**src/rtl/la_pkg.sv**
```systemverilog
// Shared types and constants for the Avalon-MM register arbiter.
package la_pkg;

    typedef enum logic [1:0] {
        IDLE,
        ISSUE,
        READ_WAIT,
        RESP
    } la_state_e;

    localparam int          LA_DEFAULT_TIMEOUT = 2048;
    localparam logic [31:0] LA_TIMEOUT_DATA    = 32'hFFFF_FFFF;

    function automatic logic [7:0] la_sat_inc(input logic [7:0] value);
        return (value == 8'hFF) ? value : value + 8'd1;
    endfunction

endpackage

```
**src/rtl/rr_select.sv**
```systemverilog
// Combinational round-robin picker: searches from (last + 1) mod N upward.
module rr_select #(
    parameter int N  = 2,
    parameter int IW = $clog2(N)
) (
    input  logic [N-1:0]  req,
    input  logic [IW-1:0] last,
    output logic [N-1:0]  grant_onehot,
    output logic [IW-1:0] grant_idx,
    output logic          any
);

    always_comb begin
        int cand;
        cand         = 0;
        grant_onehot = '0;
        grant_idx    = '0;
        any          = 1'b0;
        for (int i = 1; i <= N; i++) begin
            cand = (int'(last) + i) % N;
            if (!any && req[IW'(cand)]) begin
                any                       = 1'b1;
                grant_onehot[IW'(cand)]   = 1'b1;
                grant_idx                 = IW'(cand);
            end
        end
    end

endmodule

```
**src/rtl/mm_reg_arbiter.sv**
```systemverilog
// N-master to one-slave Avalon-MM arbiter with round-robin grant,
// one transaction in flight, and a per-transaction watchdog.
module mm_reg_arbiter
    import la_pkg::*;
#(
    parameter int ADDR_SIZE = 4,
    parameter int N_MASTERS = 2,
    parameter int TIMEOUT   = LA_DEFAULT_TIMEOUT
) (
    input  logic                                rst,
    input  logic                                mm_clk,
    input  logic [N_MASTERS-1:0][ADDR_SIZE-1:0] m_address,
    input  logic [N_MASTERS-1:0]                m_read,
    input  logic [N_MASTERS-1:0]                m_write,
    input  logic [N_MASTERS-1:0][31:0]          m_writedata,
    input  logic [N_MASTERS-1:0][3:0]           m_byteenable,
    output logic [N_MASTERS-1:0]                m_waitrequest,
    output logic [N_MASTERS-1:0][31:0]          m_readdata,
    output logic [N_MASTERS-1:0]                m_readdatavalid,
    output logic [ADDR_SIZE-1:0]                s_address,
    output logic                                s_read,
    output logic                                s_write,
    output logic [31:0]                         s_writedata,
    output logic [3:0]                          s_byteenable,
    input  logic                                s_waitrequest,
    input  logic [31:0]                         s_readdata,
    input  logic                                s_readdatavalid,
    output logic [$clog2(N_MASTERS)-1:0]        grant_id,
    output logic                                busy,
    output logic [7:0]                          timeout_count
);

    localparam int              IDX_W   = $clog2(N_MASTERS);
    localparam int              WD_W    = $clog2(TIMEOUT) + 1;
    localparam logic [WD_W-1:0] WD_LAST = WD_W'(TIMEOUT - 1);

    la_state_e            state;
    logic [IDX_W-1:0]     last_grant;
    logic [WD_W-1:0]      wdog;
    logic [N_MASTERS-1:0] req;
    logic [N_MASTERS-1:0] req_masked;
    logic [N_MASTERS-1:0] sel_onehot;
    logic [IDX_W-1:0]     sel_idx;
    logic                 sel_any;
    logic                 sel_write;
    logic                 wd_expired;

    assign req = m_read | m_write;
    // The just-accepted master still holds its command during the ack cycle.
    assign req_masked = req & m_waitrequest;
    assign sel_write  = |(sel_onehot & m_write);
    assign wd_expired = (wdog >= WD_LAST);
    assign busy       = (state != IDLE);

    rr_select #(
        .N  (N_MASTERS),
        .IW (IDX_W)
    ) u_rr_select (
        .req          (req_masked),
        .last         (last_grant),
        .grant_onehot (sel_onehot),
        .grant_idx    (sel_idx),
        .any          (sel_any)
    );

    always_ff @(posedge mm_clk or posedge rst) begin
        if (rst) begin
            state           <= IDLE;
            last_grant      <= IDX_W'(N_MASTERS - 1);
            grant_id        <= '0;
            wdog            <= '0;
            timeout_count   <= '0;
            m_waitrequest   <= '1;
            m_readdata      <= '0;
            m_readdatavalid <= '0;
            s_address       <= '0;
            s_read          <= 1'b0;
            s_write         <= 1'b0;
            s_writedata     <= '0;
            s_byteenable    <= '0;
        end else begin
            m_waitrequest   <= '1;
            m_readdatavalid <= '0;
            case (state)
                IDLE: begin
                    if (sel_any) begin
                        grant_id     <= sel_idx;
                        last_grant   <= sel_idx;
                        wdog         <= '0;
                        s_address    <= m_address[sel_idx];
                        s_writedata  <= m_writedata[sel_idx];
                        s_byteenable <= m_byteenable[sel_idx];
                        s_write      <= sel_write;
                        s_read       <= ~sel_write;
                        state        <= ISSUE;
                    end
                end
                ISSUE: begin
                    wdog <= wdog + 1'b1;
                    if (!s_waitrequest || wd_expired) begin
                        s_read                  <= 1'b0;
                        s_write                 <= 1'b0;
                        m_waitrequest[grant_id] <= 1'b0;
                        if (s_write) begin
                            state <= IDLE;
                        end else if (!s_waitrequest) begin
                            state <= READ_WAIT;
                        end else begin
                            // Read never accepted: complete it straight away with the error word.
                            m_readdata[grant_id]      <= LA_TIMEOUT_DATA;
                            m_readdatavalid[grant_id] <= 1'b1;
                            state                     <= RESP;
                        end
                        if (s_waitrequest) begin
                            timeout_count <= la_sat_inc(timeout_count);
                        end
                    end
                end
                READ_WAIT: begin
                    wdog <= wdog + 1'b1;
                    if (s_readdatavalid) begin
                        m_readdata[grant_id]      <= s_readdata;
                        m_readdatavalid[grant_id] <= 1'b1;
                        state                     <= RESP;
                    end else if (wd_expired) begin
                        m_readdata[grant_id]      <= LA_TIMEOUT_DATA;
                        m_readdatavalid[grant_id] <= 1'b1;
                        timeout_count             <= la_sat_inc(timeout_count);
                        state                     <= RESP;
                    end
                end
                RESP: begin
                    state <= IDLE;
                end
                default: begin
                    state <= IDLE;
                end
            endcase
        end
    end

endmodule

```
**config.mk**
```make
export PLATFORM = sky130hd
export DESIGN_NAME = mm_reg_arbiter
export DESIGN_NICKNAME = d
export VERILOG_FILES = /design/src/rtl/la_pkg.sv /design/src/rtl/rr_select.sv /design/src/rtl/mm_reg_arbiter.sv
export SDC_FILE = /design/constraint.sdc
export NUM_CORES = 1
export LEC_CHECK = 0
export ABC_AREA = 1
export CELL_PAD_IN_SITES_DETAIL_PLACEMENT = 1
export CELL_PAD_IN_SITES_GLOBAL_PLACEMENT = 2
export CORE_MARGIN = 2
export CORE_UTILIZATION = 25
export CTS_CLUSTER_SIZE = 14
export DETAILED_ROUTE_END_ITERATION = 8
export GPL_ROUTABILITY_DRIVEN = 0
export PLACE_DENSITY_LB_ADDON = 0.1
export SLEW_MARGIN = 25
export SYNTH_ARGS = -nofsm -noshare
export SYNTH_HDL_FRONTEND = slang
export SYNTH_SLANG_ARGS = --single-unit
```
**constraint.sdc**
```tcl
create_clock -name mm_clk -period 4.9 [get_ports mm_clk]
set_input_delay 0.98 -clock mm_clk [delete_from_list [all_inputs] [get_ports mm_clk]]
set_output_delay 0.98 -clock mm_clk [all_outputs]
set_load 0.01 [all_outputs]
```
Run 1, I/O pins on the die edge:
(1.5 px per um) Pins as bars across the die edge, other pins in gray.
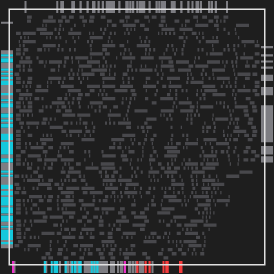
color	port	pins	direction	edge
red	timeout_count	8	output	south
magenta	m_read	2	input	south
cyan	m_writedata	64	input	51 west, 13 south
all pins by edge	98 west, 59 south, 47 north, 36 east
Buffers on Ports: 237
Die Wd: 169.3 um

Run 1, sequential cells grouped by signal name:
(1.5 px per um) Other sequential cells in the stronger gray, the rest of the logic in the fainter gray.
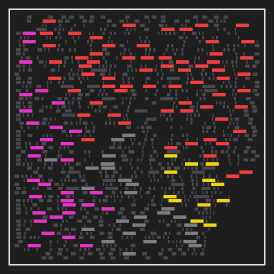
color	signal	flops
yellow	wdog	12
red	m_readdata	64
magenta	s_writedata	32
sequential share of cell area: 0.3318
sequential power: 2.01 mW
register area: 3358 um2

==> reports/qor.csv, run 1 <==
stage;metric;value;unit
status;status;complete, no violations;
clocking;htree_num_levels;4;
synth;top_cells_by_area;dfrtp_1 48%, nand2_1 12%, o21ai_0 11%;
placement;place_hpwl;17.06;mm
power_and_ir_drop;combPwrFrac;0.511;
synth;synth-simple-area-share;0.2443;
finish;comb_cells;636;
critical_path;rr_endpoint;m_readdata[58];
drt;met2WireLength;12.02;mm
final_timing;tightest_slew;0.8944;ns
clocking;post-cts-setup-buffers;0;
finish;layout.nets;1232;
finish;reg_top3;m_readdata (64), s_writedata (32), wdog (12);
finish;num-nonclk-inverters;66;
synth;ys_top_cells_by_count;223 x nand2_1, 148 x o21ai_0, 131 x dfrtp_1;
grt;grt_util_met1;0.2293;
synth;syn_area;6832;um2
drt;wirelength;25.79;mm
final_timing;fin_crit;2.921;ns
drt;drt_iter0_markers;222;
finish;largest_register_ffs;64;
min_path;holdPathStages;2;
synth;synthDistinctLibCells;35;
synth;top_cell;nand2_1;
clocking;cts_resized;0;
power_and_ir_drop;p_comb;3.47;mW
synth;synth.logic.top_family;simple AND/OR/NAND/NOR gates;
finish;final_core_util;0.3766;
critical_path;critical_path.endpoint;busy;
finish;logic_area;2990;um2
clocking;cts_buffer_depth;2;
die;num_tap_cells;341;
finish;num-nonclk-buffers;251;
critical_path;path_common_cell;inv_1;
drt;wl_met1;11.65;mm
critical_path;r2r_cells;10;
drt;drt-pass1-iter-count;4;
grt;antenna_found_initial;1;
Run 1, I/O nets highlighted:
(2 px per um)
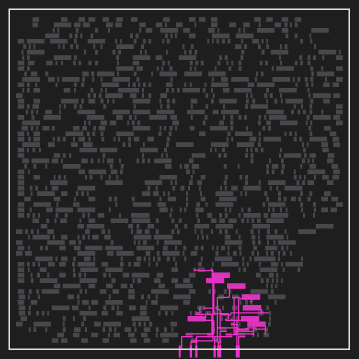
color	port	bits	direction	end cells	buffers	wire
magenta	timeout_count	8	output	8	8	472 um
number of placed I/O pins: 240

Run 1, congestion heat map:
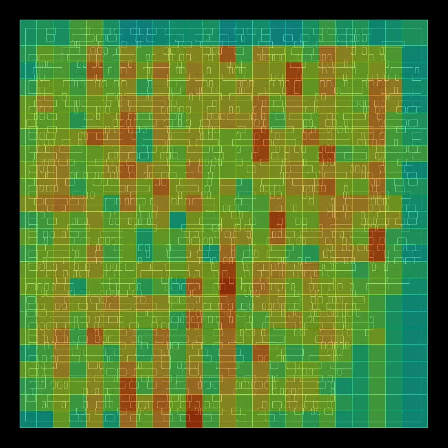

==> run 2: changes to the inputs <==
--- a/config.mk
+++ b/config.mk
@@ -9,7 +9,7 @@
 export CELL_PAD_IN_SITES_DETAIL_PLACEMENT = 1
 export CELL_PAD_IN_SITES_GLOBAL_PLACEMENT = 2
 export CORE_MARGIN = 2
-export CORE_UTILIZATION = 25
+export CORE_UTILIZATION = 22
 export CTS_CLUSTER_SIZE = 14
 export DETAILED_ROUTE_END_ITERATION = 8
 export GPL_ROUTABILITY_DRIVEN = 0
==> constraint.sdc (replaced) <==
create_clock -name mm_clk -period 2.5 [get_ports mm_clk]
set_input_delay 0.5 -clock mm_clk [delete_from_list [all_inputs] [get_ports mm_clk]]
set_output_delay 0.5 -clock mm_clk [all_outputs]
set_load 0.01 [all_outputs]
Run 2, congestion heat map:
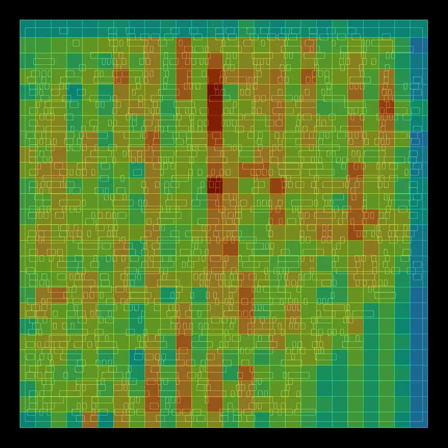
M2 GR Usage: 0.2716
met3 Use GR: 0.06245
gr usage total: 0.1673
gr busiest metal: met2

==> reports/qor.csv, run 2 <==
stage;metric;value;unit;change
critical_path;r2r_cells;11;;+1
finish;sh_seq_area;0.3246;;-0.007181
synth;synth.logic.top_family;simple AND/OR/NAND/NOR gates;;
finish;ff_latch_area;3358;um2;unchanged
finish;num-nonclk-inverters;66;;unchanged
finish;reg_top3;m_readdata (64), s_writedata (32), wdog (12);;
synth;top_cell;nand2_1;;
synth;syn_area;6832;um2;unchanged
drt;drt-pass1-iter-count;4;;unchanged
die;ios;240;;unchanged
synth;synth-simple-area-share;0.2443;;unchanged
finish;comb_cells;636;;unchanged
status;status;complete, no violations;;
critical_path;rr_endpoint;m_readdata[43];;
finish;layout.nets;1246;;+1.1%
critical_path;critical_path.endpoint;busy;;
placement;io_buffers;237;;unchanged
drt;drt_iter0_markers;211;;-5.0%
finish;final_core_util;0.3382;;-0.03840
power_and_ir_drop;pg_seq;3.96;mW;+97%
drt;wirelength;27.10;mm;+5.1%
grt;grt_util_met1;0.2144;;-0.01491
critical_path;path_common_cell;inv_1;;
synth;top_cells_by_area;dfrtp_1 48%, nand2_1 12%, o21ai_0 11%;;
==> run 3: changes to the inputs <==
--- a/config.mk
+++ b/config.mk
@@ -14,6 +14,7 @@
 export DETAILED_ROUTE_END_ITERATION = 8
 export GPL_ROUTABILITY_DRIVEN = 0
 export PLACE_DENSITY_LB_ADDON = 0.1
+export SKIP_LAST_GASP = 1
 export SLEW_MARGIN = 25
 export SYNTH_ARGS = -nofsm -noshare
 export SYNTH_HDL_FRONTEND = slang
Run 3, sequential cells grouped by signal name:
(1.5 px per um) Other sequential cells in the stronger gray, the rest of the logic in the fainter gray.
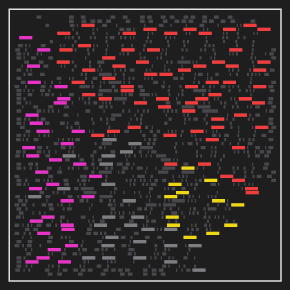
color	signal	flops
magenta	s_writedata	32
yellow	wdog	12
red	m_readdata	64
sequential share of cell area: 0.3246
sequential power: 3.96 mW
Util after Layout: 0.3382

==> reports/qor.csv, run 3 <==
stage;metric;value;unit;change
status;status;complete, no violations;;
finish;layout.nets;1246;;unchanged
grt;busiest_layer;met2;;
critical_path;r2r_cells;11;;unchanged
die;ios;240;;unchanged
synth;synth-simple-area-share;0.2443;;unchanged
finish;comb_cells;636;;unchanged
drt;drt_iter0_markers;211;;unchanged
placement;io_buffers;237;;unchanged
critical_path;path_common_cell;inv_1;;
drt;wirelength;27.10;mm;unchanged
critical_path;critical_path.endpoint;busy;;
synth;synth.logic.top_family;simple AND/OR/NAND/NOR gates;;
synth;top_cells_by_area;dfrtp_1 48%, nand2_1 12%, o21ai_0 11%;;
grt;grt_util_met1;0.2144;;unchanged
synth;syn_area;6832;um2;unchanged
grt;track_usage;0.1673;;unchanged
finish;num-nonclk-inverters;66;;unchanged
grt;use_met2;0.2716;;unchanged
synth;top_cell;nand2_1;;
Power is estimated from default activity; no workload was simulated.
